Congestion heat map:
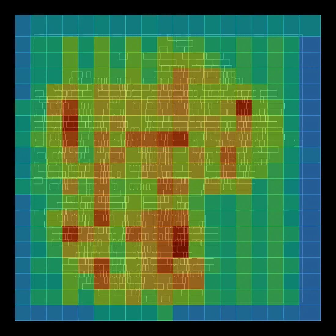
Cells by drive strength:
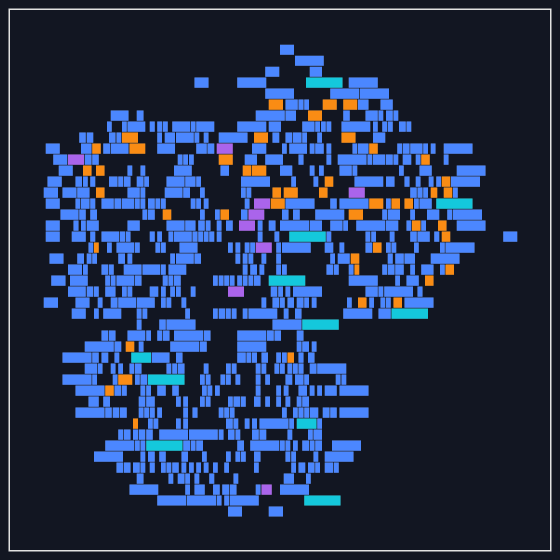
$ cat config.mk
export PLATFORM = sky130hd
export DESIGN_NAME = temp_control_fsm_flat
export DESIGN_NICKNAME = d
export VERILOG_FILES = /design/src/rtl/temp_control_fsm_if.sv /design/src/rtl/temp_control_fsm.sv /design/src/flat_wrapper.sv
export SDC_FILE = /design/constraint.sdc
export NUM_CORES = 1
export LEC_CHECK = 0
export ABC_AREA = 1
export ABC_CLOCK_PERIOD_IN_PS = 8500
export CAP_MARGIN = 40
export CORE_MARGIN = 8
export CORE_UTILIZATION = 31
export CTS_CLUSTER_DIAMETER = 50
export DETAILED_ROUTE_END_ITERATION = 8
export GPL_ROUTABILITY_DRIVEN = 0
export PLACE_DENSITY_LB_ADDON = 0.3
export SKIP_LAST_GASP = 1
export SYNTH_ARGS = -nofsm -noshare
export SYNTH_HDL_FRONTEND = slang
export SYNTH_SLANG_ARGS = --single-unit
$ cat constraint.sdc
create_clock -name clk -period 8.5 [get_ports clk]
set_clock_uncertainty 0.15 [all_clocks]
set_input_delay 2.55 -clock clk [delete_from_list [all_inputs] [get_ports clk]]
set_output_delay 2.55 -clock clk [all_outputs]
set_load 0.02 [all_outputs]
$ cat src/rtl/temp_control_fsm_if.sv
`default_nettype none
// ---------------------------------------------------------------------------
// temp_control_fsm_if : sensor sample bus plus status/actuator returns
// Rev 1.0 - initial release
// ---------------------------------------------------------------------------
interface temp_control_fsm_if;
  logic       temp_valid;
  logic [7:0] temp_c;
  logic [7:0] setpoint;
  logic [1:0] status;
  logic       heater_en;
  logic       cooler_en;

  modport master (
    output temp_valid, temp_c, setpoint,
    input  status, heater_en, cooler_en
  );

  modport slave (
    input  temp_valid, temp_c, setpoint,
    output status, heater_en, cooler_en
  );
endinterface
`default_nettype wire

$ cat src/rtl/temp_control_fsm.sv
`default_nettype none
// ---------------------------------------------------------------------------
// temp_control_fsm : hysteresis heat/cool controller with dwell, watchdog, error
// Rev 1.0 - initial release
// ---------------------------------------------------------------------------
module temp_control_fsm #(
  parameter int unsigned HYST      = 2,
  parameter int unsigned MIN_DWELL = 50_000_000,
  parameter int unsigned TIMEOUT   = 100_000_000,
  parameter int unsigned ERR_CLEAR = 3
) (
  input wire logic          clk,
  input wire logic          reset,
  temp_control_fsm_if.slave bus
);

  localparam int unsigned c_dw_w   = $clog2(MIN_DWELL + 1);
  localparam int unsigned c_wd_w   = $clog2(TIMEOUT + 1);
  localparam int unsigned c_good_w = $clog2(ERR_CLEAR + 1);

  localparam logic [c_dw_w-1:0]   c_dwell_max = c_dw_w'(MIN_DWELL);
  localparam logic [c_wd_w-1:0]   c_wd_max    = c_wd_w'(TIMEOUT);
  localparam logic [c_wd_w-1:0]   c_wd_last   = c_wd_w'(TIMEOUT - 1);
  localparam logic [c_good_w-1:0] c_good_last = c_good_w'(ERR_CLEAR - 1);
  localparam logic [8:0]          c_hyst      = 9'(HYST);

  // Encoding doubles as the status code seen by the display pipeline.
  typedef enum logic [1:0] {
    ST_IDLE  = 2'b00,
    ST_HEAT  = 2'b01,
    ST_COOL  = 2'b10,
    ST_ERROR = 2'b11
  } state_t;

  state_t              state_q, state_d;
  logic [c_dw_w-1:0]   dwell_q, dwell_d;
  logic [c_wd_w-1:0]   wd_q, wd_d;
  logic [c_good_w-1:0] good_cnt_q, good_cnt_d;
  logic [1:0]          status_q;
  logic                heater_en_q;
  logic                cooler_en_q;

  logic       w_good;
  logic       w_fault;
  logic       w_timeout;
  logic       w_dwell_done;
  logic [8:0] w_sp9;
  logic [8:0] w_temp9;
  logic [8:0] w_lo;
  logic [8:0] w_hi;

  always_comb begin
    w_sp9        = {1'b0, bus.setpoint};
    w_temp9      = {1'b0, bus.temp_c};
    w_lo         = (w_sp9 >= c_hyst) ? (w_sp9 - c_hyst) : 9'd0;
    w_hi         = w_sp9 + c_hyst;
    if (w_hi > 9'd255) begin
      w_hi = 9'd255;
    end

    w_good       = bus.temp_valid && (bus.temp_c != 8'hFF);
    w_fault      = bus.temp_valid && (bus.temp_c == 8'hFF);
    // A strobe on the would-be timeout cycle wins over the watchdog.
    w_timeout    = !bus.temp_valid && (wd_q >= c_wd_last);
    w_dwell_done = (dwell_q == c_dwell_max);

    if (bus.temp_valid) begin
      wd_d = '0;
    end else if (wd_q == c_wd_max) begin
      wd_d = wd_q;
    end else begin
      wd_d = wd_q + c_wd_w'(1);
    end

    state_d    = state_q;
    good_cnt_d = good_cnt_q;

    if (w_fault || w_timeout) begin
      state_d    = ST_ERROR;
      good_cnt_d = '0;
    end else begin
      case (state_q)
        ST_IDLE: begin
          if (w_good && w_dwell_done) begin
            if (w_temp9 < w_lo) begin
              state_d = ST_HEAT;
            end else if (w_temp9 > w_hi) begin
              state_d = ST_COOL;
            end
          end
        end
        ST_HEAT: begin
          if (w_good && w_dwell_done && (w_temp9 >= w_sp9)) begin
            state_d = ST_IDLE;
          end
        end
        ST_COOL: begin
          if (w_good && w_dwell_done && (w_temp9 <= w_sp9)) begin
            state_d = ST_IDLE;
          end
        end
        ST_ERROR: begin
          if (w_good) begin
            if (good_cnt_q == c_good_last) begin
              state_d    = ST_IDLE;
              good_cnt_d = '0;
            end else begin
              good_cnt_d = good_cnt_q + c_good_w'(1);
            end
          end
        end
        default: begin
          state_d = ST_IDLE;
        end
      endcase
    end

    if (state_d != state_q) begin
      dwell_d = '0;
    end else if (w_dwell_done) begin
      dwell_d = dwell_q;
    end else begin
      dwell_d = dwell_q + c_dw_w'(1);
    end
  end

  always_ff @(posedge clk) begin
    if (reset) begin
      state_q     <= ST_IDLE;
      dwell_q     <= c_dwell_max;
      wd_q        <= '0;
      good_cnt_q  <= '0;
      status_q    <= 2'b00;
      heater_en_q <= 1'b0;
      cooler_en_q <= 1'b0;
    end else begin
      state_q     <= state_d;
      dwell_q     <= dwell_d;
      wd_q        <= wd_d;
      good_cnt_q  <= good_cnt_d;
      status_q    <= state_d;
      heater_en_q <= (state_d == ST_HEAT);
      cooler_en_q <= (state_d == ST_COOL);
    end
  end

  assign bus.status    = status_q;
  assign bus.heater_en = heater_en_q;
  assign bus.cooler_en = cooler_en_q;

endmodule
`default_nettype wire
$ cat src/flat_wrapper.sv
// flat-port wrapper written by rule: the top's interface ports become plain ports
module temp_control_fsm_flat 
#(
  parameter int unsigned HYST      = 2,
  parameter int unsigned MIN_DWELL = 50_000_000,
  parameter int unsigned TIMEOUT   = 100_000_000,
  parameter int unsigned ERR_CLEAR = 3
)
  (clk, reset, bus_temp_valid, bus_temp_c, bus_setpoint, bus_status, bus_heater_en, bus_cooler_en);
  temp_control_fsm_if bus_i ();
  input wire logic clk;
  input wire logic reset;
  input wire logic [$bits(bus_i.temp_valid)-1:0] bus_temp_valid;
  input wire logic [$bits(bus_i.temp_c)-1:0] bus_temp_c;
  input wire logic [$bits(bus_i.setpoint)-1:0] bus_setpoint;
  output wire logic [$bits(bus_i.status)-1:0] bus_status;
  output wire logic [$bits(bus_i.heater_en)-1:0] bus_heater_en;
  output wire logic [$bits(bus_i.cooler_en)-1:0] bus_cooler_en;
  assign bus_i.temp_valid = bus_temp_valid;
  assign bus_i.temp_c = bus_temp_c;
  assign bus_i.setpoint = bus_setpoint;
  assign bus_status = bus_i.status;
  assign bus_heater_en = bus_i.heater_en;
  assign bus_cooler_en = bus_i.cooler_en;
  temp_control_fsm #(.HYST(HYST), .MIN_DWELL(MIN_DWELL), .TIMEOUT(TIMEOUT), .ERR_CLEAR(ERR_CLEAR)) u_core (.clk(clk), .reset(reset), .bus(bus_i));
endmodule
==> git commit body <==
Add synthesis and place-and-route results

- Top cells by instance count after synthesis: sky130_fd_sc_hd__nand2_1, sky130_fd_sc_hd__inv_1, sky130_fd_sc_hd__nor2_1
- Setup repair after global routing left no endpoint under its margin.
- The die covers 17,800 µm².
* Boundary Pins: 23
- P_leak: 2.08 nW
* Max-slew violation total from the final report: 0
- Per the timing report, the most critical flop-to-flop path originates at u_core.wd_q[0].
- Counting I/O delays and the setup requirement, the final critical path takes about 6.3 ns.
* Number of warning messages in the logs: 30
* Ant diodes: 0
* Start point of the worst min-delay path: u_core.good_cnt_q[0]
- The placement report lists the number of port buffers as 22.
- Clock buffers and inverters, area share: 0.0552
- In the routed design, unresolved DRC markers number 0.
- Routed length on met2: 4140 µm
- Per the slew report, the remaining headroom to the max-slew limit stands at 0.675.
- For the worst setup path, the data arrival time is 6.42 ns.
- The fraction of cell area in sequential cells is reported as 0.238.
- Buffers from clock root to sink, at most: 2
* Final setup violation count: 0
- The final report gives the standard cell area, fillers excluded, as 4960 µm².
* Multi-input gates: slightly below 500
- Dominant class by area: logic gates
- Part of the cycle the worst path needs: 0.742
* Number of endpoints with negative hold slack in the final report: 0
* Quantity of gates resized following cts: 0
- Maximum Capacitance Violations: 0
* Capturing instance or port of the critical path: u_core.dwell_q[12]
- The routed layout has 3,882 vias.
- For this run, the top clock speed supported by timing is 0.158 GHz.
- Post-synth mux share: 0.00234
- Clock-pin slew was measured on the worst setup and hold paths at 0.05 ns.
* Main combinational cell family by area after synthesis: simple AND/OR/NAND/NOR gates
- In this design, the stage delay of the slowest critical-path cell is 0.50 ns.
- In the synthesized netlist the async set-or-reset flop fraction comes to 0.
- The analysis reports a worst IR drop on VDD of 0.0000797 V.
* Cell family with the largest share of critical-path delay: simple AND/OR/NAND/NOR gates
* Cells along the critical path: clkdlybuf4s50_1, inv_1, ha_1, a2111oi_0, nand3_1, o21ai_1, or2_2, inv_1, ha_1, nand2_1, nor2_1, nand2_1, nor2_1, nor2_1, nor2_1, nand2_2, nand3_1, nand2_4, nor2_4, nand2_1, nand2_1
- In this run, the synthesized area fraction spent on adder and majority cells is recorded as 0.0876.
- At the pin with the least slew margin, the transition time is 0.486 ns.
- Tally of clock buffers in the finished layout: 14
- Among all flip-flop cells after synthesis, the most frequent one is sky130_fd_sc_hd__dfxtp_1.
* Share of post-route cells with drive strength above 1: 0.0994
- Class of the most critical hold timing path: register to register
- For the final routed database, the setup TNS stands at 0 ns.
- The run finished with clean final reports.
* Core region area: 13,700 µm²
- In this run the most used layer during global routing was met2.
* Xor and xnor area share after synthesis: 0.0654
- For this design, Yosys synthesis ends with a cell count of 641.
- Layout net count: 718
- Floorplan utilization: 0.312
- After floorplanning, the core was divided into 43 placement rows.
* Complex Gates by Area: 0.0931
- Initial DRC count: 109
- Hold analysis shows the worst path with a depth of 2.
- Start point of the critical path: bus_setpoint[1]
* Global-route total usage across every layer: 0.114
* Area taken by multi-input logic gates: approximately 2700 µm²
- The detailed router reports a met3 wire length of 280 µm.
* RR Endpoint: u_core.dwell_q[12]
- Critical path buffers and inverters: 3
- Most frequent logic cell in the layout: sky130_fd_sc_hd__nand2_1
* Hold-fix buffers, CTS: 0
* Required time at the endpoint of the critical path: 8.61 ns
Notes on 'congestion heat map' above:
met2 Track Usage GR: 0.179
routed length per placed instance: 11.2 µm

Notes on 'cells by drive strength' above:
- purple: _3 and _4 cells (cells 9; share 1.3%)
- blue: _0 and _1 cells (cells 607; share 90%; most used nand2_1)
- cyan: _6 and larger (cells 11; share 1.6%; most used clkbuf_16)
- orange: _2 cells (cells 47; share 7.0%; most used nand2_2)

-- through the flow --
step	util	hold slack (ns)	setup WS, ns	power [W]	instances
after floorplan	-	0.297	2.95	0.000358	641
after global placement	0.342	0.318	1.96	0.000387	838
after detailed placement	0.342	0.316	1.86	0.000387	838
after CTS	0.362	0.324	2.19	0.000727	854
after global routing	0.362	0.354	1.76	0.000752	854
final	0.362	0.324	2.19	0.000713	854
-- power by group --
part           switching, W  internal (W)   total, W
clock              0.000120      0.000212   0.000332
combinational     0.0000538     0.0000376  0.0000914
sequential       0.00000660      0.000283   0.000290
-- registers in the layout, summed over array words and instances, names as in the netlist --
register / cells
u_core.good_cnt_q: 2
u_core.wd_q: 27
u_core.state_q: 2
u_core.dwell_q: 26
u_core.bus.heater_en: 1
u_core.bus.cooler_en: 1
No activity file was given, so power comes from the tool's default toggle rates.
